[src/rtl/kmeans_pkg.sv]
// rtl/kmeans_pkg.sv - shared state encoding and default sizes for the k-means iteration scheduler
package kmeans_pkg;

    localparam int T_DEFAULT  = 16;
    localparam int AW_DEFAULT = 16;

    typedef enum logic [2:0] {
        S_IDLE,
        S_CLEAR,
        S_STREAM,
        S_DRAIN,
        S_DIVIDE,
        S_UPDATE,
        S_CHECK,
        S_DONE
    } sched_state_t;

endpackage

[src/rtl/kmeans_addr_gen.sv]
// rtl/kmeans_addr_gen.sv - pixel read address counter with last-pixel detect
module kmeans_addr_gen
    import kmeans_pkg::*;
#(
    parameter int AW = AW_DEFAULT
) (
    input  logic          clk,
    input  logic          reset,
    input  logic          clear,
    input  logic          advance,
    input  logic [AW-1:0] n,
    output logic [AW-1:0] addr,
    output logic          last
);

    // The final address holds rather than wrapping so the counter never shows N.
    assign last = (addr == n - AW'(1));

    // Address restarts at zero for each pass and steps once per accepted pixel.
    always_ff @(posedge clk or negedge reset) begin
        if (!reset) begin
            addr <= '0;
        end else if (clear) begin
            addr <= '0;
        end else if (advance && !last) begin
            addr <= addr + AW'(1);
        end
    end

endmodule

[src/rtl/kmeans_iter_sched.sv]
// rtl/kmeans_iter_sched.sv - k-means iteration scheduler; KMEANS_ITER_LIMIT_EN enables the MAX_ITER cap
module kmeans_iter_sched
    import kmeans_pkg::*;
#(
    parameter int T        = T_DEFAULT,
    parameter int AW       = AW_DEFAULT,
    parameter int DRAIN    = 4,
    parameter int MAX_ITER = 64
) (
    input  logic                 clk,
    input  logic                 reset,
    input  logic                 start,
    input  logic                 abort,
    input  logic [AW-1:0]        num_pixels,
    input  logic [$clog2(T):0]   k,
    output logic [AW-1:0]        pix_addr,
    output logic                 pix_valid,
    input  logic                 pix_ready,
    output logic                 acc_clear,
    output logic                 div_req,
    output logic [$clog2(T)-1:0] div_idx,
    input  logic                 div_ack,
    output logic                 mean_we,
    input  logic                 all_stable,
    output logic [7:0]           iter_cnt,
    output logic                 busy,
    output logic                 done,
    output logic                 converged
);

    localparam int IW = $clog2(T);
    localparam int KW = IW + 1;
    localparam int DW = (DRAIN > 1) ? $clog2(DRAIN) : 1;

`ifdef KMEANS_ITER_LIMIT_EN
    localparam bit LIMIT_EN = 1'b1;
`else
    localparam bit LIMIT_EN = 1'b0;
`endif

    sched_state_t  state;
    sched_state_t  next_state;

    logic [AW-1:0] n_lat;
    logic [KW-1:0] k_lat;
    logic [DW-1:0] drain_cnt;

    logic          launch;
    logic          pix_hs;
    logic          div_hs;
    logic          addr_last;
    logic          div_last;
    logic          drain_last;
    logic          cap_hit;

    assign launch     = start && (num_pixels != '0) && (k != '0);
    assign pix_hs     = pix_valid && pix_ready;
    assign div_hs     = div_req && div_ack;
    assign div_last   = ({1'b0, div_idx} == k_lat - KW'(1));
    assign drain_last = (drain_cnt == DW'(DRAIN - 1));
    // With the cap compiled out this folds to zero and MAX_ITER has no effect.
    assign cap_hit    = LIMIT_EN && ((32'(iter_cnt) + 32'd1) == 32'(MAX_ITER));

    kmeans_addr_gen #(
        .AW (AW)
    ) u_addr_gen (
        .clk     (clk),
        .reset   (reset),
        .clear   (next_state == S_CLEAR),
        .advance (pix_hs && !abort),
        .n       (n_lat),
        .addr    (pix_addr),
        .last    (addr_last)
    );

    // Next-state selection; abort overrides every busy state, start wins in IDLE.
    always_comb begin
        next_state = state;
        case (state)
            S_IDLE:   if (launch) next_state = S_CLEAR;
            S_CLEAR:  next_state = S_STREAM;
            S_STREAM: if (pix_hs && addr_last) next_state = S_DRAIN;
            S_DRAIN:  if (drain_last) next_state = S_DIVIDE;
            S_DIVIDE: if (div_hs && div_last) next_state = S_UPDATE;
            S_UPDATE: next_state = S_CHECK;
            S_CHECK:  next_state = (all_stable || cap_hit) ? S_DONE : S_CLEAR;
            S_DONE:   next_state = S_IDLE;
            default:  next_state = S_IDLE;
        endcase
        if (abort && (state != S_IDLE)) begin
            next_state = S_IDLE;
        end
    end

    // State register with outputs decoded from the next state so they leave flops.
    always_ff @(posedge clk or negedge reset) begin
        if (!reset) begin
            state     <= S_IDLE;
            pix_valid <= 1'b0;
            acc_clear <= 1'b0;
            div_req   <= 1'b0;
            mean_we   <= 1'b0;
            done      <= 1'b0;
            busy      <= 1'b0;
        end else begin
            state     <= next_state;
            pix_valid <= (next_state == S_STREAM);
            acc_clear <= (next_state == S_CLEAR);
            div_req   <= (next_state == S_DIVIDE);
            mean_we   <= (next_state == S_UPDATE);
            done      <= (next_state == S_DONE);
            busy      <= (next_state != S_IDLE);
        end
    end

    // Run parameters are captured once at launch and ignored afterwards.
    always_ff @(posedge clk or negedge reset) begin
        if (!reset) begin
            n_lat <= '0;
            k_lat <= '0;
        end else if ((state == S_IDLE) && launch) begin
            n_lat <= num_pixels;
            k_lat <= (k > KW'(T)) ? KW'(T) : k;
        end
    end

    // Iteration count and convergence flag; abort leaves both untouched.
    always_ff @(posedge clk or negedge reset) begin
        if (!reset) begin
            iter_cnt  <= 8'd0;
            converged <= 1'b0;
        end else if ((state == S_IDLE) && launch) begin
            iter_cnt  <= 8'd0;
            converged <= 1'b0;
        end else if ((state == S_CHECK) && !abort) begin
            if (all_stable) begin
                converged <= 1'b1;
            end else if (!cap_hit && (iter_cnt != 8'hFF)) begin
                iter_cnt <= iter_cnt + 8'd1;
            end
        end
    end

    // Drain timer counts the engine pipeline flush after the last pixel.
    always_ff @(posedge clk or negedge reset) begin
        if (!reset) begin
            drain_cnt <= '0;
        end else if ((state == S_DRAIN) && !drain_last) begin
            drain_cnt <= drain_cnt + DW'(1);
        end else begin
            drain_cnt <= '0;
        end
    end

    // Divider cluster index starts at zero per pass and steps on each accepted divide.
    always_ff @(posedge clk or negedge reset) begin
        if (!reset) begin
            div_idx <= '0;
        end else if ((state != S_DIVIDE) && (next_state == S_DIVIDE)) begin
            div_idx <= '0;
        end else if ((state == S_DIVIDE) && div_hs && !div_last && !abort) begin
            div_idx <= div_idx + IW'(1);
        end
    end

endmodule

[config.mk]
export PLATFORM = sky130hd
export DESIGN_NAME = kmeans_iter_sched
export DESIGN_NICKNAME = d
export VERILOG_FILES = /design/src/rtl/kmeans_pkg.sv /design/src/rtl/kmeans_addr_gen.sv /design/src/rtl/kmeans_iter_sched.sv
export SDC_FILE = /design/constraint.sdc
export NUM_CORES = 1
export LEC_CHECK = 0
export ABC_AREA = 1
export CAP_MARGIN = 20
export CELL_PAD_IN_SITES_DETAIL_PLACEMENT = 1
export CELL_PAD_IN_SITES_GLOBAL_PLACEMENT = 1
export CORE_AREA = 2 2 94 96
export DETAILED_ROUTE_END_ITERATION = 10
export DIE_AREA = 0 0 96 98
export DONT_BUFFER_PORTS = 1
export GPL_TIMING_DRIVEN = 0
export PLACE_DENSITY_LB_ADDON = 0.2
export SYNTH_ARGS = -nofsm -noshare
export SYNTH_HDL_FRONTEND = slang
export SYNTH_HIERARCHICAL = 1
export SYNTH_SLANG_ARGS = --single-unit
export TNS_END_PERCENT = 10
[constraint.sdc]
create_clock -name clk -period 8.3 [get_ports clk]
set_input_delay 0.83 -clock clk [delete_from_list [all_inputs] [get_ports clk]]
set_output_delay 0.83 -clock clk [all_outputs]
set_load 0.02 [all_outputs]
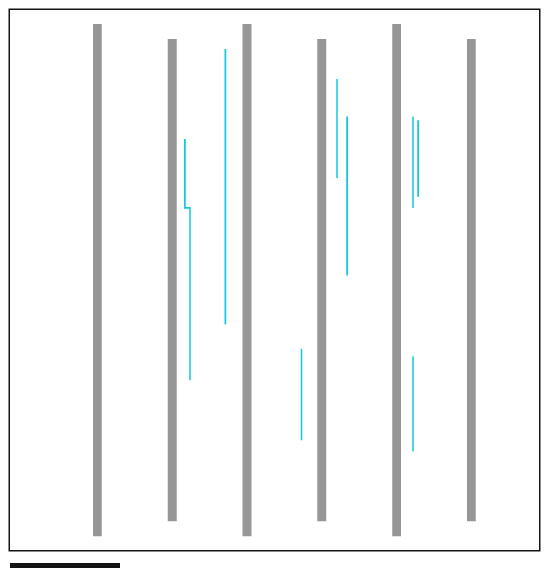
(run_1/m4.png)
Bar = 20 microns. Supply wires on this layer in gray.
The layer carries 204 microns of wire. 6 nets have wire on it. The layer holds 1.9% of the routed length. The wires run mostly vertical. The longest straight run is 49.6 microns.

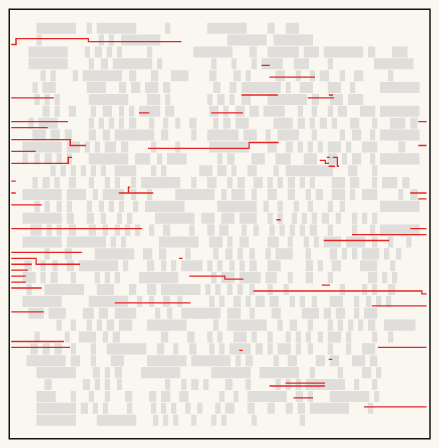
(run_1/m3.png)
Cells faint in the background.
The longest straight run is 38.4 microns. The wires run mostly horizontal. The layer carries 493 microns of wire.

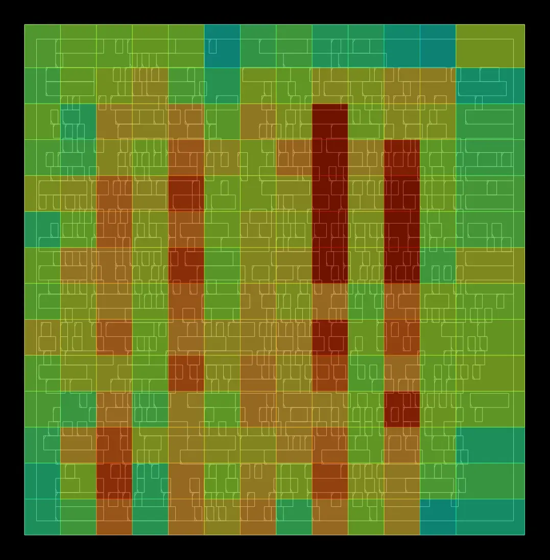
(run_1/congestion_map.png)
met2 usage: 0.451
wire per inst: 16.0 microns
GRT busiest layer: met2

==> reports/results.ini, run 1 <==
[status]
outcome=finished clean

[finish]
fin_nets=604
antennaDiodeCount=0
fill_cells=1088
lay_top_count=nand2_1
utilization=0.518

[die]
rows=34
die_width_microns=96
coreArea_sq_um=8470
io_pins=63

[place]
preCtsSetupSlack_ps=5000
place_congestion=0.837
dp_hpwl_mm=8.36
place_inst=667

[detailed_routing]
drt_iter0_markers=99
vias=3620
wl_met3_microns=492
drc_errors=0
route.final.wire_length_mm=10.9
via_per_inst=5.30
top_layer=met4

[clocking]
cts.clk_slew.worst_paths_ps=70
cts_resized=0
clock_path_buffers=2
worstSkewPairLatency_ps=340
numClockSinks=61
postCtsHoldBufs=0
htreeDepth=3
cts_setup_buffers=0

[critical_path]
cp_top_family=simple AND/OR/NAND/NOR gates
crit_start=n_lat[0]
required_ps=8580
critPathBufInv=6
cpPeakStageDelay_ps=410
r2r_start=n_lat[0]
crit_fanout=10
path_common_cell=nand2_1
path_depth=22
cpMaxStageDelayCell=dfrtp_1
start_kind=flip-flop

[sta]
fin_crit_sh=0.398
maxSlewViolCount=0
timing.setup.tns_ps=0
hold_viol=0

[logic_synthesis]
mux_share=0.00246
ys_seq_frac=0.376
numSynthFlops=61
synthMostInstantiatedCell=nand2_1
synthArstFlopShare=1.00
synth.avg_cell_area_sq_um=7.27
top_logic_kind=simple AND/OR/NAND/NOR gates
syn_inst=559
synth_top_area_share=0.376
ys_warn_count=6
syn_nets=593
yosysUniqueCellTypes=38
ys_sh_adder=0.0185

[grt]
grt_max_degree=62
antenna_found_initial=0
use_met3=0.0586
grt_pass1_vias=3938

[min_path]
holdCritPathClass=input pin to async pin

[power_and_ir_drop]
irDropWorstVdd_v=0.000135

[run]
max_cap_viol_count=0

run 1: sequential cells by signal, indices dropped and copies added (netlist names):
name             cells
state                3
n_lat               16
mean_we              1
pix_valid            1
drain_cnt            2
u_addr_gen/addr     16
converged            1
iter_cnt             8
k_lat                5
div_idx              4
busy                 1
done                 1
acc_clear            1
div_req              1
run 1: area by class of cell:
class | instances | area (sq um) | area share
plain buffers | 19 | 110 | 0.0251
clock buffers | 12 | 145 | 0.0331
clock inverters | 4 | 47.5 | 0.0108
inverters | 93 | 349 | 0.0795
multi-input cells | 386 | 2080 | 0.473
flip-flops and latches | 61 | 1530 | 0.348
well taps | 108 | 135 | 0.0308
run 1: where the power goes:
part	internal (mW)	switching, mW
Combinational	0.174	0.356
Sequential	0.365	0.101
Clock	0.146	0.122
Total	0.685	0.579
--- run 2 (diff from run 1) ---
--- a/config.mk
+++ b/config.mk
@@ -9,9 +9,9 @@
 export CAP_MARGIN = 20
 export CELL_PAD_IN_SITES_DETAIL_PLACEMENT = 1
 export CELL_PAD_IN_SITES_GLOBAL_PLACEMENT = 1
-export CORE_AREA = 2 2 94 96
+export CORE_AREA = 2 2 97 99
 export DETAILED_ROUTE_END_ITERATION = 10
-export DIE_AREA = 0 0 96 98
+export DIE_AREA = 0 0 99 101
 export DONT_BUFFER_PORTS = 1
 export GPL_TIMING_DRIVEN = 0
 export PLACE_DENSITY_LB_ADDON = 0.2
==> constraint.sdc (replaced) <==
create_clock -name clk -period 3.1 [get_ports clk]
set_input_delay 0.31 -clock clk [delete_from_list [all_inputs] [get_ports clk]]
set_output_delay 0.31 -clock clk [all_outputs]
set_load 0.02 [all_outputs]
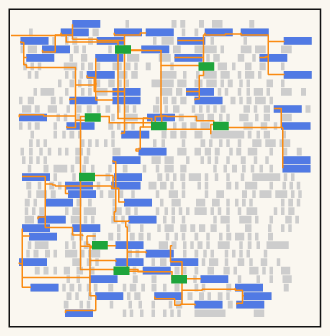
(run_2/clock_wires.png)
clock wires: in orange, length 981 microns. flip-flops: in blue, count 61. clock-net drivers: in green, count 9.
There are 10 routed clock nets.

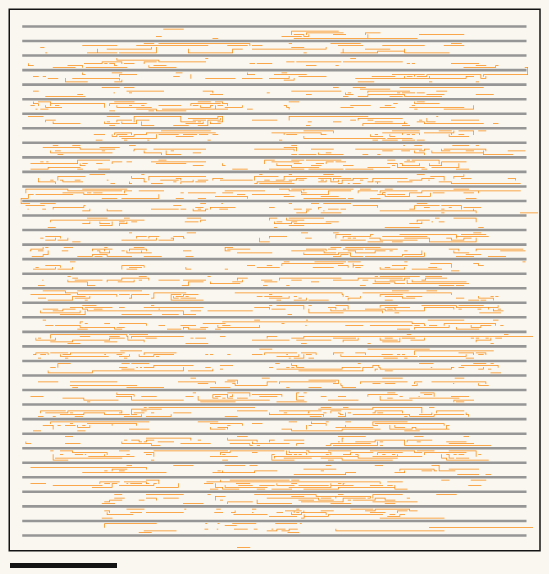
(run_2/m1.png)
Bar = 20 microns. Supply wires on this layer in gray.
The longest straight run is 42.8 microns. The layer carries 4730 microns of wire. The wires run mostly horizontal. The layer holds 43% of the routed length. 585 nets have wire on it.

==> reports/results.ini, run 2 <==
[status]
outcome=finished clean  ; unchanged

[power_and_ir_drop]
p_sw_frac=0.457  ; was 0.458
maxPowerGroup=combinational logic  ; unchanged
power_frac_comb=0.439  ; was 0.419
clkPwrFrac=0.202  ; was 0.212
irDropWorstVdd_v=0.000403  ; was 0.000135 V
net-switching-power_mw=1.60  ; was 0.579 mW

[finish]
largest_cell_class=multi-input combinational cells  ; unchanged
inverters=93  ; unchanged
comb_area_frac=0.466  ; was 0.473
clk_share=0.0407  ; was 0.0439
fin_nets=611  ; was 604
utilization=0.504  ; was 0.518
fill_cells=1166  ; was 1088
seq_area_sq_um=1530  ; about the same
antennaDiodeCount=0  ; unchanged
lay_top_count=nand2_1  ; unchanged
logic_area_sq_um=2110  ; was 2080 sq um
reg_top3=n_lat x16, u_addr_gen/addr x16, iter_cnt x8  ; unchanged
buffer_area_frac=0.0476  ; was 0.0251

[die]
die_width_microns=99  ; was 96 microns
num_tap_cells=111  ; was 108
coreArea_sq_um=8980  ; was 8470 sq um
io_pins=63  ; unchanged
rows=35  ; was 34

[critical_path]
cp_top_family=simple AND/OR/NAND/NOR gates  ; unchanged
cpPeakStageDelay_ps=440  ; was 410 ps
critPathBufInv=7  ; was 6
path_common_cell=nand2_1  ; unchanged
required_ps=3340  ; was 8580 ps
cpMaxStageDelayCell=dfrtp_2  ; was dfrtp_1
crit_fanout=10  ; unchanged
start_kind=flip-flop  ; unchanged

[grt]
grt_max_degree=62  ; unchanged
use_met2=0.426  ; was 0.451
busiest_layer=met2  ; unchanged

[detailed_routing]
via_per_inst=5.20  ; was 5.30
wl_met3_microns=611  ; was 492 microns
top_layer=met4  ; unchanged
drt_iter0_markers=77  ; was 99
route.final.wire_length_mm=11.1  ; was 10.9 mm
vias=3604  ; was 3620
detail_route.wl_per_cell_microns=16.0  ; about the same
drc_errors=0  ; unchanged

[sta]
fin_crit_sh=0.932  ; was 0.398
maxSlewViolCount=0  ; unchanged
timing.setup.tns_ps=0  ; unchanged

[logic_synthesis]
yosysUniqueCellTypes=38  ; unchanged
synth_top_area_share=0.376  ; unchanged
syn_nets=593  ; unchanged
top_logic_kind=simple AND/OR/NAND/NOR gates  ; unchanged
ys_warn_count=6  ; unchanged
ys_sh_adder=0.0185  ; unchanged
ys_seq_frac=0.376  ; unchanged
numSynthFlops=61  ; unchanged

[clocking]
cts.clk_slew.worst_paths_ps=70  ; about the same
cts_setup_buffers=1  ; was 0
numClockSinks=61  ; unchanged
clock_path_buffers=2  ; unchanged

[place]
place_congestion=0.838  ; was 0.837

==> run 2: cell counts after synthesis <==
No cell type changed its count.
==> run 2: final timing paths <==
check / from / endpoint / cells after the start
worst max-delay path: n_lat[1] / u_addr_gen/addr[1] / 24
worst min-delay path: k[1] / k_lat[1] / 2
worst max register to register: n_lat[1] / u_addr_gen/addr[1] / 24
worst min register to register: drain_cnt[0] / drain_cnt[0] / 1
max in group asynchronous: reset / u_addr_gen/addr[9] / 2
min in group asynchronous: reset / n_lat[3] / 2
==> run 2: metrics by stage <==
stage	instances	cell area [sq um]	total power [mW]	hold WS, ps
2_1_floorplan	559	4060	2.31	14.4
3_3_place_gp	670	4200	2.60	16.5
3_5_place_dp	670	4200	2.67	16.6
4_1_cts	689	4440	3.43	75.7
5_1_grt	693	4520	3.80	91.6
6_report	693	4520	3.49	79.3
Power is estimated from default activity; no workload was simulated.
